$ cat src/rtl/pu_riscv_ahb3_arbiter.sv
// Fixed-priority (dbg > dat > ins) AHB3-Lite arbiter sharing one slave port
// between the three processing-unit masters, with separate address/data-phase ownership.
module pu_riscv_ahb3_arbiter #(
  parameter int PLEN        = 32,
  parameter int XLEN        = 32,
  parameter int PARK_MASTER = 0,
  parameter int HSIZE_SIZE  = 3,
  parameter int HBURST_SIZE = 3,
  parameter int HPROT_SIZE  = 4,
  parameter int HTRANS_SIZE = 2
) (
  input  logic                   HCLK,
  input  logic                   HRESET,

  input  logic                   ins_HSEL,
  input  logic [PLEN-1:0]        ins_HADDR,
  input  logic [XLEN-1:0]        ins_HWDATA,
  input  logic                   ins_HWRITE,
  input  logic [HSIZE_SIZE-1:0]  ins_HSIZE,
  input  logic [HBURST_SIZE-1:0] ins_HBURST,
  input  logic [HPROT_SIZE-1:0]  ins_HPROT,
  input  logic [HTRANS_SIZE-1:0] ins_HTRANS,
  input  logic                   ins_HMASTLOCK,
  output logic [XLEN-1:0]        ins_HRDATA,
  output logic                   ins_HREADY,
  output logic                   ins_HRESP,

  input  logic                   dat_HSEL,
  input  logic [PLEN-1:0]        dat_HADDR,
  input  logic [XLEN-1:0]        dat_HWDATA,
  input  logic                   dat_HWRITE,
  input  logic [HSIZE_SIZE-1:0]  dat_HSIZE,
  input  logic [HBURST_SIZE-1:0] dat_HBURST,
  input  logic [HPROT_SIZE-1:0]  dat_HPROT,
  input  logic [HTRANS_SIZE-1:0] dat_HTRANS,
  input  logic                   dat_HMASTLOCK,
  output logic [XLEN-1:0]        dat_HRDATA,
  output logic                   dat_HREADY,
  output logic                   dat_HRESP,

  input  logic                   dbg_HSEL,
  input  logic [PLEN-1:0]        dbg_HADDR,
  input  logic [XLEN-1:0]        dbg_HWDATA,
  input  logic                   dbg_HWRITE,
  input  logic [HSIZE_SIZE-1:0]  dbg_HSIZE,
  input  logic [HBURST_SIZE-1:0] dbg_HBURST,
  input  logic [HPROT_SIZE-1:0]  dbg_HPROT,
  input  logic [HTRANS_SIZE-1:0] dbg_HTRANS,
  input  logic                   dbg_HMASTLOCK,
  output logic [XLEN-1:0]        dbg_HRDATA,
  output logic                   dbg_HREADY,
  output logic                   dbg_HRESP,

  output logic                   HSEL,
  output logic [PLEN-1:0]        HADDR,
  output logic [XLEN-1:0]        HWDATA,
  output logic                   HWRITE,
  output logic [HSIZE_SIZE-1:0]  HSIZE,
  output logic [HBURST_SIZE-1:0] HBURST,
  output logic [HPROT_SIZE-1:0]  HPROT,
  output logic [HTRANS_SIZE-1:0] HTRANS,
  output logic                   HMASTLOCK,
  input  logic [XLEN-1:0]        HRDATA,
  input  logic                   HREADY,
  input  logic                   HRESP,

  output logic [1:0]             gnt_o
);

  // Master slot 3 is unused and tied idle so an out-of-range grant selects nothing.
  logic [3:0]             hsel_a, hwrite_a, hlock_a;
  logic [PLEN-1:0]        haddr_a  [4];
  logic [XLEN-1:0]        hwdata_a [4];
  logic [HSIZE_SIZE-1:0]  hsize_a  [4];
  logic [HBURST_SIZE-1:0] hburst_a [4];
  logic [HPROT_SIZE-1:0]  hprot_a  [4];
  logic [HTRANS_SIZE-1:0] htrans_a [4];

  assign hsel_a   = {1'b0, dbg_HSEL, dat_HSEL, ins_HSEL};
  assign hwrite_a = {1'b0, dbg_HWRITE, dat_HWRITE, ins_HWRITE};
  assign hlock_a  = {1'b0, dbg_HMASTLOCK, dat_HMASTLOCK, ins_HMASTLOCK};
  assign haddr_a  = '{ins_HADDR,  dat_HADDR,  dbg_HADDR,  '0};
  assign hwdata_a = '{ins_HWDATA, dat_HWDATA, dbg_HWDATA, '0};
  assign hsize_a  = '{ins_HSIZE,  dat_HSIZE,  dbg_HSIZE,  '0};
  assign hburst_a = '{ins_HBURST, dat_HBURST, dbg_HBURST, '0};
  assign hprot_a  = '{ins_HPROT,  dat_HPROT,  dbg_HPROT,  '0};
  assign htrans_a = '{ins_HTRANS, dat_HTRANS, dbg_HTRANS, '0};

  logic [1:0] gnt, gnt_nxt, dph_owner;
  logic       dph_valid;
  logic [2:0] req, rdy, resp;
  logic       hold;

  assign req[0] = ins_HSEL & ins_HTRANS[1];
  assign req[1] = dat_HSEL & dat_HTRANS[1];
  assign req[2] = dbg_HSEL & dbg_HTRANS[1];

  // HTRANS[0] is set for BUSY (01) and SEQ (11): the owner is mid-burst.
  assign hold = htrans_a[gnt][0] | hlock_a[gnt];

  always_comb begin
    // NOTE: every always_comb output gets a default first so no latch is inferred.
    gnt_nxt = gnt;
    if (!hold) begin
      if      (req[2]) gnt_nxt = 2'd2;
      else if (req[1]) gnt_nxt = 2'd1;
      else if (req[0]) gnt_nxt = 2'd0;
    end
  end

  always_ff @(posedge HCLK) begin
    // NOTE: sequential state uses non-blocking assignments so all registers update together.
    if (HRESET) begin
      gnt       <= 2'(PARK_MASTER);
      dph_owner <= 2'(PARK_MASTER);
      dph_valid <= 1'b0;
    end else if (HREADY) begin
      gnt       <= gnt_nxt;
      dph_owner <= gnt;
      dph_valid <= HTRANS[1] & HSEL;
    end
  end

  assign gnt_o     = gnt;
  assign HSEL      = hsel_a[gnt];
  assign HTRANS    = hsel_a[gnt] ? htrans_a[gnt] : '0;
  assign HADDR     = haddr_a[gnt];
  assign HWRITE    = hwrite_a[gnt];
  assign HSIZE     = hsize_a[gnt];
  assign HBURST    = hburst_a[gnt];
  assign HPROT     = hprot_a[gnt];
  assign HMASTLOCK = hlock_a[gnt];
  assign HWDATA    = hwdata_a[dph_owner];

  // Losing requesters are stalled so their address stays stable until granted.
  always_comb begin
    rdy  = '1;
    resp = '0;
    for (int m = 0; m < 3; m++) begin
      if (dph_valid && dph_owner == 2'(m)) begin
        rdy[m]  = HREADY;
        resp[m] = HRESP;
      end else if (gnt == 2'(m)) begin
        rdy[m]  = HREADY;
      end else if (req[m]) begin
        rdy[m]  = 1'b0;
      end
    end
  end

  assign ins_HREADY = rdy[0];
  assign dat_HREADY = rdy[1];
  assign dbg_HREADY = rdy[2];
  assign ins_HRESP  = resp[0];
  assign dat_HRESP  = resp[1];
  assign dbg_HRESP  = resp[2];
  assign ins_HRDATA = HRDATA;
  assign dat_HRDATA = HRDATA;
  assign dbg_HRDATA = HRDATA;

endmodule

$ cat config.mk
export PLATFORM = sky130hd
export DESIGN_NAME = pu_riscv_ahb3_arbiter
export DESIGN_NICKNAME = d
export VERILOG_FILES = /design/src/rtl/pu_riscv_ahb3_arbiter.sv
export SDC_FILE = /design/constraint.sdc
export NUM_CORES = 1
export LEC_CHECK = 0
export ABC_AREA = 1
export ABC_CLOCK_PERIOD_IN_PS = 2550
export CAP_MARGIN = 20
export CORE_AREA = 8 8 170 172
export DETAILED_ROUTE_END_ITERATION = 10
export DIE_AREA = 0 0 178 180
export PLACE_DENSITY = 0.45
export SLEW_MARGIN = 0
export SYNTH_ARGS = -nofsm -noshare
export SYNTH_HDL_FRONTEND = slang
export SYNTH_SLANG_ARGS = --single-unit
$ cat constraint.sdc
create_clock -name HCLK -period 2.55 [get_ports HCLK]
set_clock_uncertainty 0.05 [all_clocks]
set_input_delay 0.51 -clock HCLK [delete_from_list [all_inputs] [get_ports HCLK]]
set_output_delay 0.51 -clock HCLK [all_outputs]
set_load 0.01 [all_outputs]
==> images/power_grid.png <==
Bar = 50 µm. Pins as bars on the die edge.
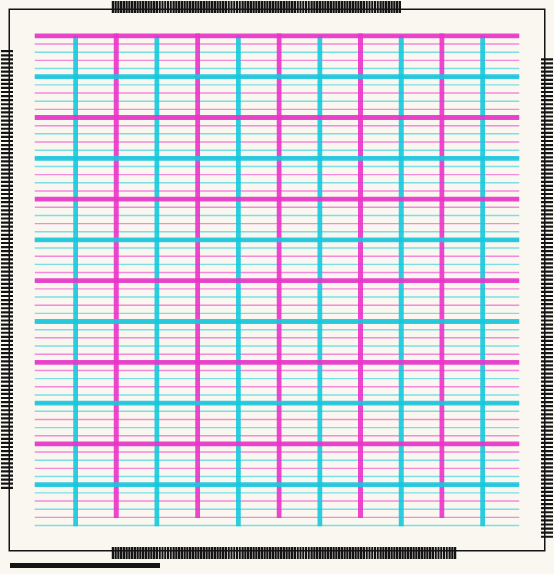
Key: VSS = cyan; VDD = magenta
12 straps on met5. 456 signal pins sit on the boundary. 61 met1 rails follow the rows.
core area: 26400 µm²
Chip Width: 178 µm
Die Y: 180 µm
worst vdd ir: 0.163 mV

==> images/clocks.png <==
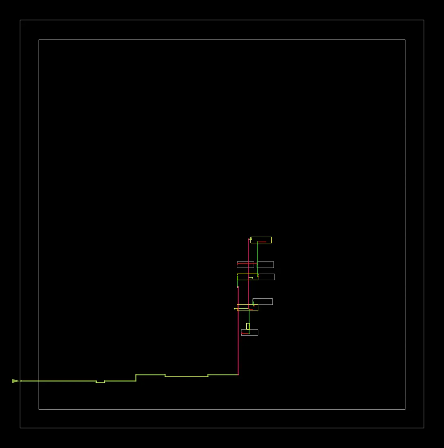
Clock net power: 0.257 mW
final-layout clock buffer total: 4
number of buffers created by CTS: 3
Worst-Skew Late Latency: 0.23 ns
flip-flops: 5

==> images/wires.png <==
Bar = 50 µm. Only two layers are drawn.
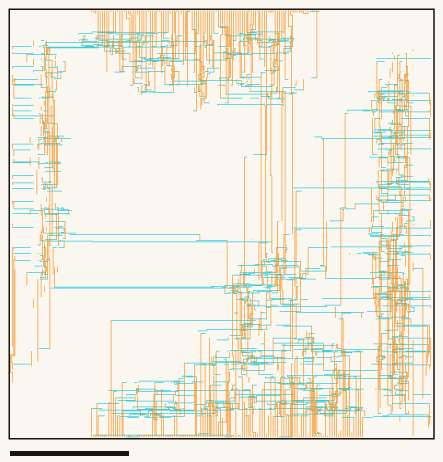
Key: metal 2 = orange [wire length 8550 µm]; metal 1 = cyan [wire length 5820 µm]

==> images/layer_met2.png <==
Bar = 50 µm.
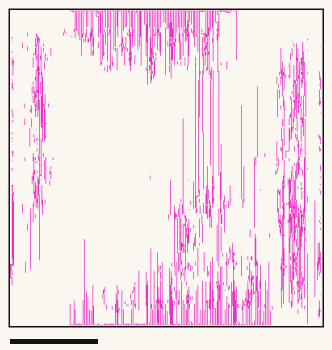
The longest straight run is 85.7 µm. 780 nets have wire on it. The wires run mostly vertical.

[flip-flops by register name, indices dropped and copies added (netlist names)]
signal	cells
dph_owner	2
dph_valid	1
gnt_o	2
[routing by layer]
layer	up-vias	wire length, µm	GRT usage
met2	220	8550	0.180
met3	47	1970	0.0381
met1	1629	5820	0.0920
met5	-	0	0
met4	0	522	0.0340
li1	1951	-	-
[power breakdown]
part	switching, mW	leakage, nW	internal [mW]
clock network	0.0504	0.0382	0.207
registers	0.00689	0.0418	0.0839
logic	0.490	2.41	0.780
total	0.547	2.49	1.07
[critical path, cell delays in order, from the launching register on]
cell and delay [ns]:
dfxtp_1 0.32, buf_4 0.16, nor2_4 0.16, buf_12 0.12, buf_8 0.16, nand2_1 0.07
nand3_1 0.12, clkdlybuf4s50_1 0.55
[cells by family after synthesis]
group	Yosys count
AOI/OAI and AO/OA	13
and+or+nand+nor	348
buffers and inverters	130
DFF	5
[layout by cell type, fill, tap and decap left out]
master and instances:
clkbuf_1 1, nand2_2 1, buf_4 21, buf_12 5, o21ai_0 5, dlygate4sd2_1 3
inv_1 10, nand3_1 82, nor2_2 4, buf_6 3, a21oi_1 7, nand3_2 2
a21oi_2 1, buf_8 3, clkdlybuf4s50_1 312, dlymetal6s2s_1 12, nor2_1 10, dfxtp_4 1
inv_2 2, dfxtp_1 4, nor2_4 3, clkbuf_16 4, nand2_1 246
[path summary, 6_finish.rpt]
path	startpoint	endpoint	cells after the start
setup / recovery	gnt_o[0]	HADDR[20]	7
hold / removal	gnt_o[0]	dph_owner[0]	2
setup reg to reg	gnt_o[0]	gnt_o[1]	11
hold reg to reg	gnt_o[0]	dph_owner[0]	2
[through the flow]
stage / worst slack (ns) / cell area, µm² / std cells / utilization / setup TNS (ns)
3_3_place_gp: -0.109 / 5620 / 1074 / 0.213 / -0.183
2_1_floorplan: 0.818 / 2470 / 496 / - / 0
5_1_grt: -0.000755 / 5840 / 1083 / 0.222 / -0.000755
3_5_place_dp: -0.0898 / 5620 / 1074 / 0.213 / -0.185
6_report: 0.0822 / 5840 / 1083 / 0.222 / 0
4_1_cts: -0.0220 / 5710 / 1078 / 0.217 / -0.0220
[timing repair]
action,in CTS,in global routing
gates resized,8,21
buffers inserted,0,4
cloned,0,1
setup endpoints to repair,16,40
pin swaps,0,3
hold endpoints to repair,0,0
[layout make-up]
class / instances / area (µm²)
sequential: 5 / 104
multi-input combinational: 361 / 1530
tap: 341 / 427
clock buffer: 4 / 78.8
timing repair buffer: 360 / 3660
inverter: 12 / 45.0
fill: 2988 / 20500
==> changes_impl.md <==
### Changed

- Status: completed
- Worst EP required: 1.99 ns
- Via count: 3847
- Post-synth top flop: dfxtp_1
- Tcrit/Tclk final: 0.968
- Syn_area_per_cell: 4.98 µm²
- CP Max Fanout: 20
- Largest net degree at the start of global routing: 33
- Worst setup EP type: primary output
- Gpl congestion: 0.748
- Top cells by area: nand2_1 (37%), buf_4 (29%), nand3_1 (17%)
- Slew headroom: 0.814
- Yosys cell count: 496
- DPL Wire Length: 14400 µm
- Final Max Slew Viols: 0
- Number of enable flip-flop cells: 0
- Initial Util: 0.0938
- Initial antenna violation count: 0
- Synth Seq Share: 0.0405
- Top logic family: simple AND/OR/NAND/NOR gates
- Total track usage: 0.0958
- Drt via density: 3.55
- Routed Antenna Nets: 0
- CP arrival: 1.91 ns
- CTS tree: done
- Complex Gates by Area: 0.0263
- Fin nets: 1016
- Tool warning count: 27
- CTS Buffer Depth: 2
- Fin Hold WS: 0.484 ns
- Power Dens Cells: 277 nW/µm²
- Clk root buf: clkbuf_16
- Power Total: 1.62 mW
- Hold_buf cts: 0
- Syn nets: 769
- XORs/XNORs by Area: 0
- Simple-Gate Fraction of Synth Area: 0.581
- I/O pin count: 456
- DRT Wirelength: 16900 µm
- Slew of the pin with the lowest slew margin: 0.280 ns
- Flop2flop setup slack: 0.94 ns
- Number of synthesized register bits: 5
- Final min period: 2.47 ns
- Full die area: 32000 µm²
- Hold WC Path Type: reg2reg
- Ant. Diodes: 0
- Vias in the first global route: 3979
- First-pass GRT wire length: 23600 µm
- Synth mux share: 0
- Initial DRT Pass Iterations: 4
- Fraction of registers with async set/reset: 0
- H-Tree Depth: 1
- P_leak: 2.49 nW
- Area leader share: 0.374
- Distinct lib cells: 16
- Yosys Chip Area: 2470 µm²
- Worst-path clk slew: 0.03 ns
Power is estimated from default activity; no workload was simulated.
